$ cat src/rtl/output_drain.sv
// Output buffer drain: sweeps read select 0..BUF_NUM-1, streams captured entries out with last/done; 1 cycle start-to-first-valid.
// Stalls hold idx and the output register without a bubble; optional ReLU clamp on capture via OUTPUT_DRAIN_RELU_EN.
`ifndef OUTPUT_BUF_NUM
`define OUTPUT_BUF_NUM 4
`endif
`ifndef PARTIAL_OUT_SIZE
`define PARTIAL_OUT_SIZE 16
`endif

module output_drain #(
    parameter int BUF_NUM = `OUTPUT_BUF_NUM,
    parameter int DAT_W   = `PARTIAL_OUT_SIZE
) (
    input  logic                       clk_i,
    input  logic                       rst_i,
    input  logic                       start_i,
    output logic                       busy_o,
    output logic                       done_o,
    output logic [$clog2(BUF_NUM)-1:0] out_sel_o,
    input  logic [DAT_W-1:0]           out_dat_i,
    output logic                       res_val_o,
    input  logic                       res_rdy_i,
    output logic [DAT_W-1:0]           res_dat_o,
    output logic                       res_last_o
);

    localparam int IDX_W = $clog2(BUF_NUM);
    localparam logic [IDX_W-1:0] LAST_IDX = IDX_W'(BUF_NUM - 1);

    typedef enum logic [1:0] {
        ST_IDLE  = 2'd0,
        ST_RUN   = 2'd1,
        ST_FLUSH = 2'd2,
        ST_DONE  = 2'd3
    } state_t;

    state_t           state, state_nxt;
    logic [IDX_W-1:0] idx, idx_nxt;
    logic             val_nxt, last_nxt;
    logic [DAT_W-1:0] dat_nxt;
    logic             load;

    function automatic logic [DAT_W-1:0] xform(input logic [DAT_W-1:0] x);
`ifdef OUTPUT_DRAIN_RELU_EN
        xform = x[DAT_W-1] ? '0 : x;
`else
        xform = x;
`endif
    endfunction

    // An empty output register or a consuming sink lets the next entry in.
    assign load = !res_val_o || res_rdy_i;

    always_comb begin
        state_nxt = state;
        idx_nxt   = idx;
        val_nxt   = res_val_o;
        dat_nxt   = res_dat_o;
        last_nxt  = res_last_o;
        case (state)
            ST_IDLE: begin
                if (start_i) begin
                    state_nxt = ST_RUN;
                    idx_nxt   = '0;
                end
            end
            ST_RUN: begin
                if (load) begin
                    dat_nxt  = xform(out_dat_i);
                    val_nxt  = 1'b1;
                    last_nxt = (idx == LAST_IDX);
                    if (idx == LAST_IDX) begin
                        state_nxt = ST_FLUSH;
                    end else begin
                        idx_nxt = idx + IDX_W'(1);
                    end
                end
            end
            ST_FLUSH: begin
                if (res_val_o && res_rdy_i) begin
                    val_nxt   = 1'b0;
                    last_nxt  = 1'b0;
                    state_nxt = ST_DONE;
                end
            end
            ST_DONE: begin
                state_nxt = ST_IDLE;
            end
            default: begin
                state_nxt = ST_IDLE;
            end
        endcase
    end

    always_ff @(posedge clk_i or posedge rst_i) begin
        if (rst_i) begin
            state      <= ST_IDLE;
            idx        <= '0;
            res_val_o  <= 1'b0;
            res_dat_o  <= '0;
            res_last_o <= 1'b0;
        end else begin
            state      <= state_nxt;
            idx        <= idx_nxt;
            res_val_o  <= val_nxt;
            res_dat_o  <= dat_nxt;
            res_last_o <= last_nxt;
        end
    end

    assign busy_o    = (state != ST_IDLE);
    assign done_o    = (state == ST_DONE);
    assign out_sel_o = (state == ST_IDLE) ? '0 : idx;

endmodule

$ cat config.mk
export PLATFORM = sky130hd
export DESIGN_NAME = output_drain
export DESIGN_NICKNAME = d
export VERILOG_FILES = /design/src/rtl/output_drain.sv
export SDC_FILE = /design/constraint.sdc
export NUM_CORES = 1
export LEC_CHECK = 0
export CAP_MARGIN = 20
export CORE_ASPECT_RATIO = 0.9
export CORE_MARGIN = 5
export CORE_UTILIZATION = 46
export DETAILED_ROUTE_END_ITERATION = 12
export PLACE_DENSITY = 0.86
export SLEW_MARGIN = 5
export SYNTH_ARGS = -nofsm -noshare
export SYNTH_HDL_FRONTEND = slang
export SYNTH_SLANG_ARGS = --single-unit
export TNS_END_PERCENT = 1
$ cat constraint.sdc
create_clock -name clk_i -period 2.3 [get_ports clk_i]
set_input_delay 0.345 -clock clk_i [delete_from_list [all_inputs] [get_ports clk_i]]
set_output_delay 0.345 -clock clk_i [all_outputs]
set_load 0.1 [all_outputs]
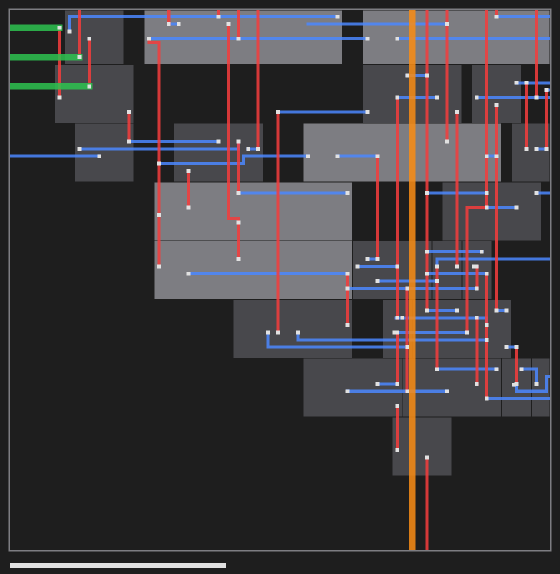
zoom.png
Bar = 10 um. Region (3, 2) to (28, 27) um. Cells in gray, sequential cells in the stronger gray; small squares are vias.
met3: in green. met1: in blue. met2: in red. met4: in orange.
23 logic cells have their middle in the window. Netlist names of flops here include res_dat_o (2), state (2). Sequential cells in the window: 5. Most frequent: ha_1 (5), dfrtp_1 (5).

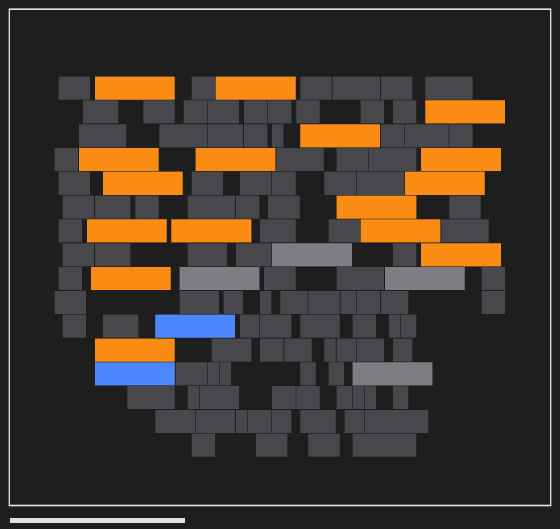
registers.png
Bar = 20 um. Other sequential cells in the stronger gray, the rest of the logic in the fainter gray.
res_dat_o: in orange, sequential cells 16. state: in blue, sequential cells 2.
Another 4 sequential cells are not colored.

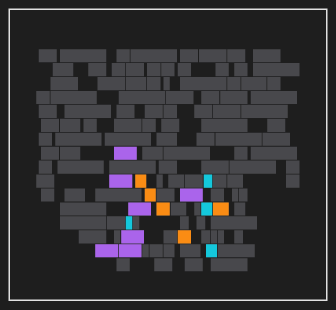
gate_families.png
AND and OR gates: in orange, cells 5. NOR gates: in cyan, cells 4. adder and majority cells: in purple, cells 7.

## cell families after synthesis
family          after synthesis
mux                          18
fa+ha+maj                     7
buf+inv                       6
flops                        22
simple gates                 19
compound gates                9
## layout make-up
| class | count | share of cell area, % |
|---|---|---|
| Multi-Input combinational cell | 53 | 33.5 |
| Clock buffer | 4 | 2.35 |
| Timing Repair Buffer | 42 | 25.1 |
| Tap cell | 27 | 2.19 |
| Inverter | 5 | 1.22 |
| Sequential cell | 22 | 35.7 |
## stage by stage
step	util (%)	std cells	hold slack, ns	setup WS (ns)
floorplan	-	81	0.334	-0.0941
global placement	67.2	149	0.491	0.541
detailed placement	67.2	149	0.498	0.472
CTS	68.9	153	0.381	0.364
global route	68.9	153	0.425	0.304
finish	68.9	153	0.383	0.394
## tightest hold or removal path, delay by kind of cell
kind / cells / cell delay [ns]
buf+inv: 3 / 0.75
## placed cells by master, fill, tap and decap left out, drive strengths merged
cell type      synthesis  layout
a211o                  1       1
a21oi                  3       3
a32o                   2       2
and2                   2       2
and2b                  1       1
and3                   1       1
buf                    1      23
clkbuf                 0       4
clkdlybuf4s50          0      19
dfrtp                 22      22
ha                     7       7
inv                    5       5
mux2                  17      17
mux2i                  1       1
nand2                  5       5
nand2b                 3       3
nand3                  1       1
nand3b                 1       1
nor2                   1       1
nor2b                  2       2
nor3                   1       1
o2111ai                1       1
o21ai                  1       1
o221a                  1       1
or2                    1       1
## state kept, by name (all words and copies together), names as in the netlist
| name | count |
|---|---|
| idx | 2 |
| res_dat_o | 16 |
| res_last_o | 1 |
| res_val_o | 1 |
| state | 2 |
==> results_slide.txt <==
Implementation Results

Critical path
  – Worst R2R Path Depth: 5
  – Worst R2R Start: state[0]
  – Worst-path maximum fanout: 5
  – Worst R2R Setup Slack: 0.64 ns
  – Crit. End Element: primary output
  – Reg-to-Reg End: state[1]
  – Worst Path Arrival: ~1.6 ns
  – CP required: a little under 2 ns
  – Crit. path cell count: 4
  – Critical path, cell by cell: inv_1, ha_1, nor2b_1, buf_12
  – Top delay family on crit path: flip-flops
  – Crit path buf inv count: 2
  – Critical Path Source: state[0]
  – WS Path Type: flop to primary output
  – CP max stage cell: dfrtp_1
  – Crit path to: out_sel_o[1]
  – CP peak stage delay: 0.42 ns
  – Startpoint types: flop

Place
  – I/O Buffers: about 41
  – DPL Wire Length: around 1.8 mm
  – Placed Area: around 1500 um^2
  – Gpl congestion: 0.766

Logic synthesis
  – Post-synth mux share: a little over a fifth
  – Synth top area cells: dfrtp_1, mux2_4, ha_1
  – Synth Area in XOR/XNOR: 0%
  – Yosys cell count: 81
  – Synthesized netlist cell count: 81
  – Count leader, synth: dfrtp_1
  – Post-Synth AOI/OAI Area: under 10%
  – EDFF count, synth: 0
  – Synth unique cells: 27
  – Synthesis Warnings: 0
  – Max-area cell share: between 40 and 50%
  – Top cells by count: dfrtp_1, mux2_4, ha_1
  – Cell taking the most area after synthesis: dfrtp_1
  – Post-synth seq share: between 40% and 50%
  – Yosys stat area: approximately 1100 um^2
  – Post-Syn Nets: between 100 and 150
  – Seq cells post-synth: 22
  – AND/OR/NAND/NOR Cells, Area Fraction: a little over a tenth
  – Dominant Register Cell: dfrtp_1
  – Mean Syn Cell Area: between 10 and 15 um^2
  – Async S/R FF share, synth: 100%
  – Synthesized area: 1110 um^2
  – Adder share: under 10%
  – Top comb family, area: multiplexers

Drt
  – Post-Route M1 WL: roughly 940 um
  – # DRC: 0
  – Routed met3 length: ~130 um
  – Drt total wl: roughly 2.3 mm
  – 1st-iter DRT viols: 18
  – Avg WL per Cell: 15.0 um
  – Top Metal Used: met4
  – Met2 WL: roughly 1.2 mm
  – Via-per-instance ratio: roughly 5.0
  – Antenna viol nets, final: 0
  – Drt pass-1 iters: 4
  – Via count: 759

Floorplanning
  – Die area: 3490 um^2
  – Initial Util: 49.3%
  – Num rows: 16
  – Die height: between 50 and 60 um
  – Core Area: between 2000 and 2500 um^2
  – I/O pin total: approximately 42
  – Die X: around 62 um

Cells and area
  – Total Nets Final: approximately 150
  – Multi-input gate area: just over 500 um^2
  – Sequential Area: approximately 550 um^2
  – Area Overhead vs Synth: 39.6%
  – Fillers: ~160
  – Layout cells sized above 1: between 30% and 40%
  – Fin area: ~1500 um^2
  – Ant diodes: 0

Worst hold path
  – Worst Hold Class: primary input to asynchronous set/reset pin

STA
  – Worst-Margin Slew: 0.283 ns
  – Max Slew Vio Count: 0
  – RSZ-0062 raised after global routing: false
  – Final setup viols: 0
  – Hold Vio Cnt, Final: 0
  – Share of the clock period used by the worst path: between 80 and 90%
  – Final setup TNS: 0 ns
  – Final min period: 1.91 ns
  – F_max: 525 MHz
  – Slew HR: 81.1%
  – Skew final: 0.00115 ns

GRT
  – Antenna violations before repair: 0
  – GR Util met3: under 10%
  – Largest net degree at the start of global routing: 23
  – Grt ovf: 0
  – Global-route wire length before repair: about 3.6 mm
  – Met2 Use GR: ~24%
  – Met1 Usage GRT: roughly 15%
  – GRT Util Overall: approximately 14%
  – Gr busiest metal: met2
  – Number of global-route vias before repair: 779

Clock tree
  – CTS Sinks: 22
  – Postcts setup bufs: 0
  – Clk latency late pin: 0.31 ns
  – CTS H-tree lvls: 1
  – Num CTS Buffers: 3
  – Root Driver: clkbuf_4
  – Clock Pin Slew Worst Setup and Hold Paths: approximately 0.11 ns
  – CTS tree: yes
  – CTS resizes: 0
  – Hold-fix buffers, CTS: 0
  – CTS max path bufs: 2

Run
  – Tool warnings: 32
  – Max-cap violations: 0

Status
  – Status: finished clean
